[src/rtl/calc_pkg.sv]
`default_nettype none
// ============================================================================
// Package  : calc_pkg
// Brief    : Shared state, op-code, button-index and error-pattern definitions
//            for the calculator sequencing controller.
// Revision : 1.0 - initial release
// ============================================================================
package calc_pkg;

    typedef enum logic [2:0] {
        ST_IDLE  = 3'd0,
        ST_ENT_A = 3'd1,
        ST_ENT_B = 3'd2,
        ST_EXEC  = 3'd3,
        ST_WAIT  = 3'd4,
        ST_SHOW  = 3'd5
    } state_t;

    typedef enum logic [1:0] {
        OP_ADD = 2'd0,
        OP_SUB = 2'd1,
        OP_AND = 2'd2,
        OP_OR  = 2'd3
    } op_t;

    localparam int BTN_NEXT  = 0;
    localparam int BTN_BACK  = 1;
    localparam int BTN_SHIFT = 2;
    localparam int BTN_CLEAR = 3;

    // Replicated across every nibble of the result on an ALU timeout.
    localparam logic [3:0] ERR_NIBBLE = 4'hE;

endpackage
`default_nettype wire

[src/rtl/btn_edge.sv]
`default_nettype none
// ============================================================================
// Module   : btn_edge
// Brief    : Per-bit rising-edge detector; registered one-cycle pulse per rise.
// Revision : 1.0 - initial release
// ============================================================================
module btn_edge #(
    parameter int WIDTH = 4
) (
    input  logic             clk,
    input  logic             rst,
    input  logic [WIDTH-1:0] i_level,
    output logic [WIDTH-1:0] o_pulse
);

    logic [WIDTH-1:0] r_hist;

    always_ff @(posedge clk or posedge rst) begin
        if (rst) begin
            r_hist  <= '0;
            o_pulse <= '0;
        end else begin
            r_hist  <= i_level;
            o_pulse <= i_level & ~r_hist;
        end
    end

endmodule
`default_nettype wire

[src/rtl/calc_seq_ctrl.sv]
`default_nettype none
// ============================================================================
// Module   : calc_seq_ctrl
// Brief    : Operand entry / ALU handshake / display sequencer for the 16-bit
//            calculator. Define RESULT_CHAIN_EN to chain results into op1.
// Revision : 1.0 - initial release
// ============================================================================
module calc_seq_ctrl
    import calc_pkg::*;
#(
    parameter int DATA_W    = 16,
    parameter int BLINK_DIV = 25_000_000,
    parameter int ALU_TMO   = 1024,
    parameter int IDLE_TMO  = 500_000_000
) (
    input  logic              clk,
    input  logic              rst,
    input  logic [3:0]        btn,
    input  logic [7:0]        switch,
    input  logic [DATA_W-1:0] alu_result,
    input  logic              alu_done,
    output logic              alu_start,
    output logic [1:0]        op_code,
    output logic [DATA_W-1:0] op1,
    output logic [DATA_W-1:0] op2,
    output logic [DATA_W-1:0] disp_num,
    output logic [3:0]        disp_en,
    output logic              busy,
    output logic              err
);

    localparam int c_BLINK_W = $clog2(BLINK_DIV + 1);
    localparam int c_TMO_W   = $clog2(ALU_TMO + 1);
    localparam int c_IDLE_W  = $clog2(IDLE_TMO + 1);

    localparam logic [c_BLINK_W-1:0] c_BLINK_LAST = c_BLINK_W'(BLINK_DIV - 1);
    localparam logic [c_TMO_W-1:0]   c_TMO_LAST   = c_TMO_W'(ALU_TMO - 1);
    localparam logic [c_IDLE_W-1:0]  c_IDLE_LAST  = c_IDLE_W'(IDLE_TMO - 1);
    localparam logic [DATA_W-1:0]    c_ERR_WORD   = {(DATA_W / 4){ERR_NIBBLE}};

    state_t               r_state;
    state_t               w_state_nxt;
    logic [DATA_W-1:0]    r_result;
    logic [DATA_W-1:0]    w_result_nxt;
    logic [DATA_W-1:0]    w_op1_nxt;
    logic [DATA_W-1:0]    w_op2_nxt;
    logic [DATA_W-1:0]    w_disp_nxt;
    logic                 w_err_set;
    logic [c_BLINK_W-1:0] r_blink_cnt;
    logic [c_BLINK_W-1:0] w_blink_cnt_nxt;
    logic                 r_blink_ph;
    logic                 w_blink_ph_nxt;
    logic [c_TMO_W-1:0]   r_tmo_cnt;
    logic [c_IDLE_W-1:0]  r_idle_cnt;

    logic [3:0] w_pulse;
    logic       w_clr;
    logic       w_back;
    logic       w_next;
    logic       w_shift;
    logic       w_any_pulse;
    logic       w_busy_st;
    logic       w_entry_st;
    logic       w_blink_st;
    logic       w_idle_exp;
    logic       w_unused_sw;

    btn_edge #(
        .WIDTH (4)
    ) u_btn_edge (
        .clk     (clk),
        .rst     (rst),
        .i_level (btn),
        .o_pulse (w_pulse)
    );

    // Only the highest-priority pulse of a cycle is allowed to act.
    assign w_clr   = w_pulse[BTN_CLEAR];
    assign w_back  = w_pulse[BTN_BACK] & ~w_clr;
    assign w_next  = w_pulse[BTN_NEXT] & ~w_pulse[BTN_BACK] & ~w_clr;
    assign w_shift = w_pulse[BTN_SHIFT] & ~w_pulse[BTN_NEXT] & ~w_pulse[BTN_BACK] & ~w_clr;
    assign w_any_pulse = |w_pulse;

    assign w_busy_st  = (r_state == ST_EXEC) || (r_state == ST_WAIT);
    assign w_blink_st = (r_state == ST_ENT_A) || (r_state == ST_ENT_B);
    assign w_entry_st = w_blink_st || (r_state == ST_SHOW);
    assign w_idle_exp = w_entry_st && !w_any_pulse && (r_idle_cnt == c_IDLE_LAST);

    assign alu_start   = (r_state == ST_EXEC);
    assign w_unused_sw = ^switch[7:6];

    always_comb begin
        w_state_nxt  = r_state;
        w_op1_nxt    = op1;
        w_op2_nxt    = op2;
        w_result_nxt = r_result;
        w_err_set    = 1'b0;
        case (r_state)
            ST_IDLE: begin
                if (w_next) w_state_nxt = ST_ENT_A;
            end
            ST_ENT_A: begin
                if (w_back)       w_state_nxt = ST_IDLE;
                else if (w_next)  w_state_nxt = ST_ENT_B;
                else if (w_shift) w_op1_nxt   = {op1[DATA_W-5:0], switch[3:0]};
            end
            ST_ENT_B: begin
                if (w_back)       w_state_nxt = ST_ENT_A;
                else if (w_next)  w_state_nxt = ST_EXEC;
                else if (w_shift) w_op2_nxt   = {op2[DATA_W-5:0], switch[3:0]};
            end
            ST_EXEC: begin
                w_state_nxt = ST_WAIT;
            end
            ST_WAIT: begin
                if (alu_done) begin
                    w_result_nxt = alu_result;
                    w_state_nxt  = ST_SHOW;
                end else if (r_tmo_cnt == c_TMO_LAST) begin
                    w_result_nxt = c_ERR_WORD;
                    w_err_set    = 1'b1;
                    w_state_nxt  = ST_SHOW;
                end
            end
            ST_SHOW: begin
                if (w_back) begin
                    w_state_nxt = ST_ENT_B;
                end else if (w_next) begin
`ifdef RESULT_CHAIN_EN
                    w_op2_nxt = '0;
                    if (err) begin
                        w_op1_nxt   = '0;
                        w_state_nxt = ST_ENT_A;
                    end else begin
                        w_op1_nxt   = r_result;
                        w_state_nxt = ST_ENT_B;
                    end
`else
                    w_op1_nxt   = '0;
                    w_op2_nxt   = '0;
                    w_state_nxt = ST_ENT_A;
`endif
                end
            end
            default: begin
                w_state_nxt = ST_IDLE;
            end
        endcase

        if (w_idle_exp || (w_clr && !w_busy_st)) begin
            w_state_nxt = ST_IDLE;
            w_op1_nxt   = '0;
            w_op2_nxt   = '0;
        end
    end

    // Blink restarts on every state change with the digit lit.
    always_comb begin
        w_blink_cnt_nxt = '0;
        w_blink_ph_nxt  = 1'b1;
        if ((w_state_nxt == r_state) && w_blink_st) begin
            if (r_blink_cnt == c_BLINK_LAST) begin
                w_blink_ph_nxt = ~r_blink_ph;
            end else begin
                w_blink_cnt_nxt = r_blink_cnt + c_BLINK_W'(1);
                w_blink_ph_nxt  = r_blink_ph;
            end
        end
    end

    always_comb begin
        case (w_state_nxt)
            ST_IDLE:  w_disp_nxt = '0;
            ST_ENT_A: w_disp_nxt = w_op1_nxt;
            ST_SHOW:  w_disp_nxt = w_result_nxt;
            default:  w_disp_nxt = w_op2_nxt;
        endcase
    end

    always_ff @(posedge clk or posedge rst) begin
        if (rst) begin
            r_state     <= ST_IDLE;
            op1         <= '0;
            op2         <= '0;
            r_result    <= '0;
            op_code     <= OP_ADD;
            disp_num    <= '0;
            disp_en     <= 4'b1111;
            busy        <= 1'b0;
            err         <= 1'b0;
            r_blink_cnt <= '0;
            r_blink_ph  <= 1'b1;
            r_tmo_cnt   <= '0;
            r_idle_cnt  <= '0;
        end else begin
            r_state     <= w_state_nxt;
            op1         <= w_op1_nxt;
            op2         <= w_op2_nxt;
            r_result    <= w_result_nxt;
            disp_num    <= w_disp_nxt;
            busy        <= (w_state_nxt == ST_EXEC) || (w_state_nxt == ST_WAIT);
            r_blink_cnt <= w_blink_cnt_nxt;
            r_blink_ph  <= w_blink_ph_nxt;

            // Latched on entry so the code is stable while alu_start is high.
            if (w_state_nxt == ST_EXEC) op_code <= switch[5:4];

            if ((w_state_nxt == ST_ENT_A) || (w_state_nxt == ST_ENT_B))
                disp_en <= {3'b111, w_blink_ph_nxt};
            else
                disp_en <= 4'b1111;

            if (w_err_set)
                err <= 1'b1;
            else if ((r_state == ST_SHOW) && (w_state_nxt != ST_SHOW))
                err <= 1'b0;

            if ((r_state == ST_WAIT) && (w_state_nxt == ST_WAIT))
                r_tmo_cnt <= r_tmo_cnt + c_TMO_W'(1);
            else
                r_tmo_cnt <= '0;

            if (!w_entry_st || w_any_pulse || (w_state_nxt != r_state))
                r_idle_cnt <= '0;
            else
                r_idle_cnt <= r_idle_cnt + c_IDLE_W'(1);
        end
    end

endmodule
`default_nettype wire

[config.mk]
export PLATFORM = sky130hd
export DESIGN_NAME = calc_seq_ctrl
export DESIGN_NICKNAME = d
export VERILOG_FILES = /design/src/rtl/calc_pkg.sv /design/src/rtl/btn_edge.sv /design/src/rtl/calc_seq_ctrl.sv
export SDC_FILE = /design/constraint.sdc
export NUM_CORES = 1
export LEC_CHECK = 0
export CAP_MARGIN = 5
export CORE_MARGIN = 1
export CORE_UTILIZATION = 50
export DETAILED_ROUTE_END_ITERATION = 16
export PLACE_DENSITY = 0.73
export SYNTH_ARGS = -nofsm -noshare
export SYNTH_HDL_FRONTEND = slang
export SYNTH_SLANG_ARGS = --single-unit
[constraint.sdc]
create_clock -name clk -period 6.1 [get_ports clk]
set_input_delay 0.61 -clock clk [delete_from_list [all_inputs] [get_ports clk]]
set_output_delay 0.61 -clock clk [all_outputs]
set_load 0.01 [all_outputs]
==> run_1/registers.png <==
The bar under the picture is 20 um long.
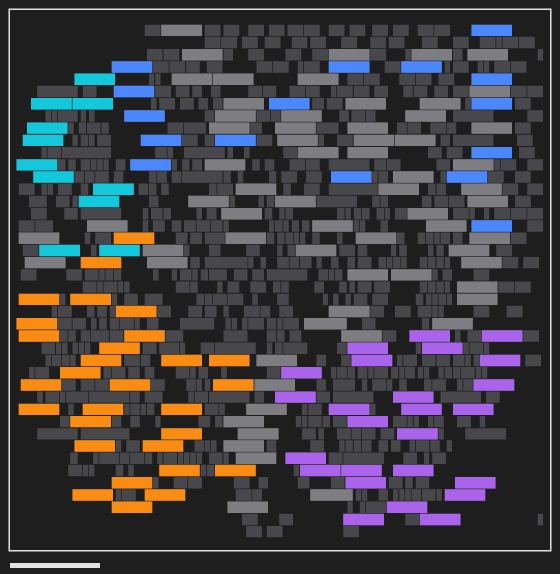
Cyan marks r_tmo_cnt, flops 11. Blue marks r_result, flops 16. Orange marks r_idle_cnt, flops 29. Purple marks r_blink_cnt, flops 25.
Another 65 sequential cells are not coloured.
sequential cell area share: 0.428
Final Util: 0.637
Seq power: 0.00112 W

==> run_1/final_placement.png <==
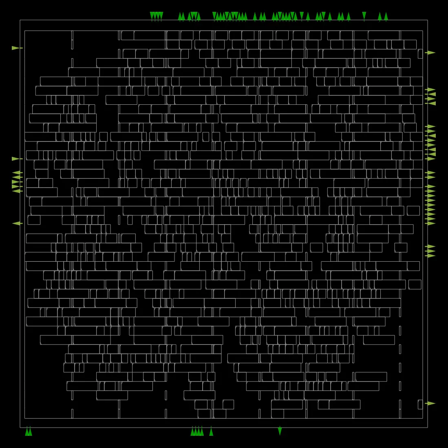
Fill cells: 1047
row cnt: 42
final std cells w/o fill: 952
num sequential: 146

==> run_1/drive_strength.png <==
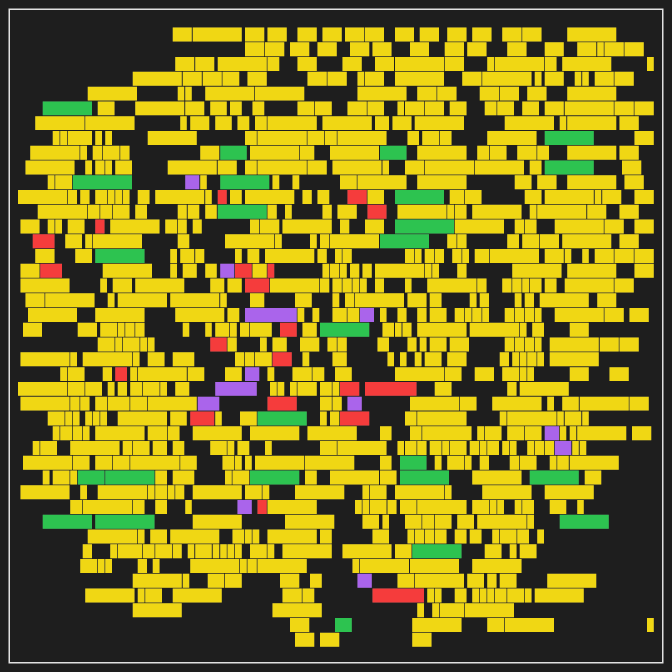
Green marks drive 6 and up, cells 25. Yellow marks drive 1 or less, cells 719. Purple marks drive 3 to 4, cells 12. Red marks drive 2, cells 20.
post-route setup slack: 2.20 ns
area delta synth->final: 22.4%
number of non-clock buffers: 88

run 1: synth_stat cells, drive strengths merged (13+ instances only):
cell type    n  area [um^2]
dfrtp      144         3600
nor2       103          387
nand2       55          206
nand3       34          170
xor2        30          263
a21oi       28          140
xnor2       28          245
clkbuf      26         97.6
mux2i       20          200
and2        18          113
inv         16         60.1
nor4        16          106
a22o        13          114
nand4       13         81.3
run 1: worst register-to-register path, stage by stage (launching register included):
cell and delay [ns]:
dfrtp_1 0.90, or3b_2 0.54, nand3_1 0.18, o31a_1 0.77, a311oi_2 0.23, o21ai_1 0.96
nor2_1 0.14
run 1: worst max path at each step:
stage / end / slack [ns] / depth (start not counted)
after global placement: r_blink_cnt[24] / 2.36 / 6
after CTS: r_blink_cnt[3] / 2.24 / 6
after floorplan: busy / 1.57 / 1
final: r_blink_cnt[6] / 2.20 / 6
after global routing: r_blink_cnt[3] / 2.00 / 6
after detailed placement: r_blink_cnt[3] / 2.22 / 6
run 1: power by group through the flow:
stage	logic [W]	registers, W	clock network (W)
3_5_place_dp	0.000407	0.00114	0
6_report	0.000412	0.00112	0.00107
2_1_floorplan	0.000214	0.00114	0
3_3_place_gp	0.000398	0.00113	0
5_1_grt	0.000447	0.00113	0.00113
4_1_cts	0.000411	0.00112	0.00109
run 1: per-stage QoR:
| stage | instances | power (W) | setup WS [ns] | cell area, um^2 |
|---|---|---|---|---|
| finish | 952 | 0.00261 | 2.20 | 8540 |
| global route | 952 | 0.00271 | 2.00 | 8540 |
| global placement | 920 | 0.00153 | 2.36 | 7930 |
| detailed placement | 920 | 0.00155 | 2.22 | 7930 |
| CTS | 952 | 0.00262 | 2.24 | 8540 |
| floorplan | 692 | 0.00135 | 1.57 | 6980 |
run 1: registers in the layout, summed over array words and instances, names as in the netlist:
name                flops
r_result               16
op_code                 2
op2                    16
disp_num               16
r_idle_cnt             29
disp_en                 1
err                     1
r_blink_ph              1
r_state                 3
r_tmo_cnt              11
busy                    1
u_btn_edge.r_hist       4
r_blink_cnt            25
u_btn_edge.o_pulse      4
op1                    16
run 1: layer usage:
| metal | share of wire | GRT usage |
|---|---|---|
| met5 | 0 | 0 |
| met4 | 0.018 | 0.0977 |
| met3 | 0.063 | 0.0618 |
| met2 | 0.49 | 0.395 |
| met1 | 0.42 | 0.314 |
run 1: placed cells by master (no fill, tap or decap), types with 4 or more instances in the layout:
| cell type | n |
|---|---|
| nor3b_1 | 4 |
| nand4_1 | 13 |
| nor2_1 | 103 |
| o21ai_0 | 6 |
| mux2i_1 | 20 |
| and3_1 | 11 |
| a22o_1 | 13 |
| xor2_1 | 30 |
| nand2_1 | 55 |
| a21oi_1 | 28 |
| nor3_1 | 12 |
| nor2b_1 | 9 |
| clkdlybuf4s50_1 | 82 |
| o2bb2ai_1 | 5 |
| and2_1 | 18 |
| nor4_1 | 15 |
| clkbuf_8 | 4 |
| and4_1 | 7 |
| or3_1 | 5 |
| o21ai_1 | 4 |
| xnor2_1 | 28 |
| inv_1 | 14 |
| a221o_1 | 10 |
| nand3_1 | 34 |
| dfrtp_1 | 144 |
| clkbuf_16 | 17 |
| buf_4 | 6 |
==> impl_metrics.tcl, run 1 <==
# place-and-route summary
set metrics [dict create \
    slowest_delay_ns 0.96 \
    num_vias 5585 \
    p_switching_w 0.000679 \
    grt_max_degree 82 \
    top_logic_kind "simple AND/OR/NAND/NOR gates" \
    final_max_slew_viol_count 0 \
    dpl.hpwl_um 11100 \
    post_cts_buffers 0 \
    seq_area_um2 3660 \
    whs_ns 0.391 \
    p_int_w 0.00193 \
    syn-instance-count 690 \
    crit_fanout 28 \
    tool_warnings 28 \
    status "finished clean" \
    edf_count 0 \
    cts_hold_buf 0 \
    drt_pass1_iterations 6 \
    io_pins 88 \
    ys_seq_elements 146 \
]
## Run 2: what changed since run 1
clock period = 3.8 ns   (was 6.1 ns; I/O delays follow)
==> run_2/clock_map.png <==
The bar under the picture is 20 um long.
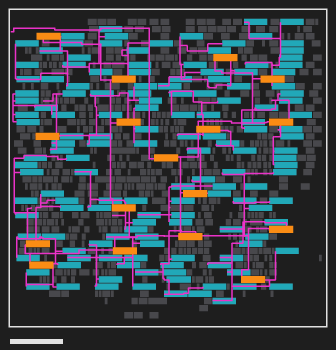
Cyan marks flip-flops, count 146. Orange marks cells driving clock nets, count 17. Magenta marks clock wires, length 1740 um.
There are 18 routed clock nets.
skew final: 0.00977 ns
clk_lat worst skew: 0.43 ns
Clock power frac: 0.384
clk pwr: 0.00154 W

==> run_2/wire_density.png <==
24 x 24 tiles, from dark blue (low) to red (high), scaled to the fullest tile. Values are wire area over tile area, all layers added.
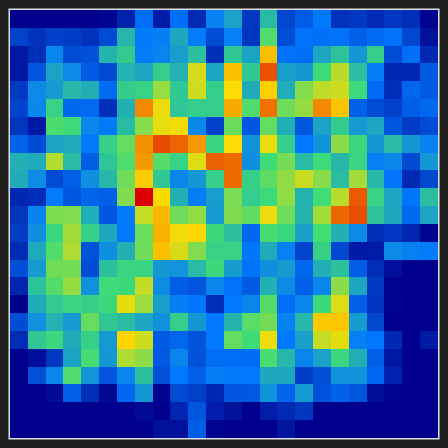
The fullest tile reaches 0.58. The emptiest ninth of the die: lower right. 12% of the tiles are nearly empty. 20% of the tiles are over half the peak.
via count: 5557
Total GRT Usage: 0.247
Avg WL per Cell: 17.4 um

==> run 2 against run 1 <==
Effect of this change:
- clock power is 44% higher
- clock skew is 0.0021 ns higher
- sequential power is 61% higher
- synthesized cell count stayed put
- critical path type unchanged
- critical endpoint is now r_blink_ph
- largest cell class unchanged
==> impl_metrics.tcl, run 2 <==
# place-and-route summary
set metrics [dict create \
    status "finished clean" \
    tool_warnings 28 \
    worst_ep_required_time_ns 4.15 \
    drt_iter0_drc 514 \
    yosys.area.top_type_share 0.516 \
    syn-instance-count 690 \
    ys_seq_elements 146 \
    finalHoldViolCount 0 \
    syn2layout_area_growth_pct 22.8 \
    p_int_w 0.00295 \
    most_common_cell "dfrtp_1" \
    ys_top_cells_by_area "dfrtp_1 (52%), nor2_1 (5.5%), xor2_1 (3.8%), xnor2_1 (3.5%), nand2_1 (3.0%)" \
    fin_total_pwr_w 0.00401 \
    worstSetupEndpoint "r_blink_ph" \
    finalNonFillerCells 962 \
    dpl.hpwl_um 11500 \
    drt_pass1_iterations 4 \
    setup.worst_path.start "r_idle_cnt[0]" \
    yosys.area.top_type "dfrtp_1" \
    reg.largest.list "r_idle_cnt: 29 flops, r_blink_cnt: 25 flops" \
    crit_fanout 11 \
    final_area_um2 8560 \
    place_area_um2 8000 \
    final_max_slew_viol_count 0 \
    edf_count 0 \
    dpl.cell_count 929 \
    min_from "u_btn_edge.r_hist[1]" \
    regMostFlops "r_idle_cnt" \
    largest_reg_flops 29 \
    r2r_cells 7 \
    p_switching_w 0.00106 \
    rows 42 \
    arrival_ns 3.59 \
    io_pins 88 \
    yosys_warnings 0 \
    grt_max_degree 75 \
    cts_hold_buf 0 \
    ys_top_cells_by_count "dfrtp_1 (144), nor2_1 (103), nand2_1 (55)" \
]
## run 2: power by group through the flow
stage               clock, W  combinational, W  sequential [W]
floorplan                  0          0.000344         0.00183
global placement           0          0.000651         0.00182
detailed placement         0          0.000664         0.00182
CTS                  0.00157          0.000669         0.00180
global route         0.00162          0.000734         0.00182
finish               0.00154          0.000670         0.00180
## run 2: cells by family after synthesis
family | share of synthesized area
and+or+nand+nor | 0.226
DFF | 0.524
AOI/OAI and AO/OA | 0.109
xor gates and xnor gates | 0.0728
buffers and inverters | 0.0310
muxes | 0.0319
adders and majority gates | 0.00538
other | 0.000538
## run 2: per-stage QoR
step | setup WS (ns) | util | hold slack, ns
final | 0.557 | 0.639 | 0.398
after global placement | 0.636 | 0.597 | 0.390
after floorplan | 1.10 | - | 0.378
after detailed placement | 0.587 | 0.597 | 0.386
after CTS | 0.542 | 0.638 | 0.392
after global routing | 0.371 | 0.639 | 0.401
## run 2: worst min path at each step
| stage | endpoint | slack (ns) | cells after the start |
|---|---|---|---|
| after detailed placement | u_btn_edge.o_pulse[1] | 0.39 | 1 |
| after floorplan | u_btn_edge.o_pulse[0] | 0.38 | 1 |
| after global routing | u_btn_edge.o_pulse[1] | 0.40 | 1 |
| after CTS | u_btn_edge.o_pulse[1] | 0.39 | 1 |
| after global placement | u_btn_edge.o_pulse[2] | 0.39 | 1 |
| final | u_btn_edge.o_pulse[1] | 0.40 | 1 |
## run 2: worst max-delay path: stages (launching register included)
cell      delay, ns
dfrtp_1        0.39
ha_1           0.20
nand3_1        0.24
or4_1          0.70
o31a_1         0.47
a311oi_2       0.35
o21ai_1        0.34
or3_1          0.47
## run 2: final cells by class
| cell class | instances | area, um^2 |
|---|---|---|
| inverter | 16 | 63.8 |
| multi-input combinational | 494 | 3120 |
| clock buffer | 28 | 527 |
| clock inverter | 4 | 22.5 |
| timing repair buffer | 98 | 957 |
| sequential | 146 | 3660 |
| tap | 176 | 220 |
| fill | 1068 | 4840 |
## run 2: per-layer routing
layer | track usage | vias up | part of all wire
li1 | - | 2595 | -
met1 | 0.312 | 2751 | 0.43
met2 | 0.400 | 172 | 0.50
met3 | 0.0632 | 39 | 0.052
met4 | 0.109 | 0 | 0.026
met5 | 0 | - | 0
Power figures rest on the tool's default switching activity, not on a simulated workload.
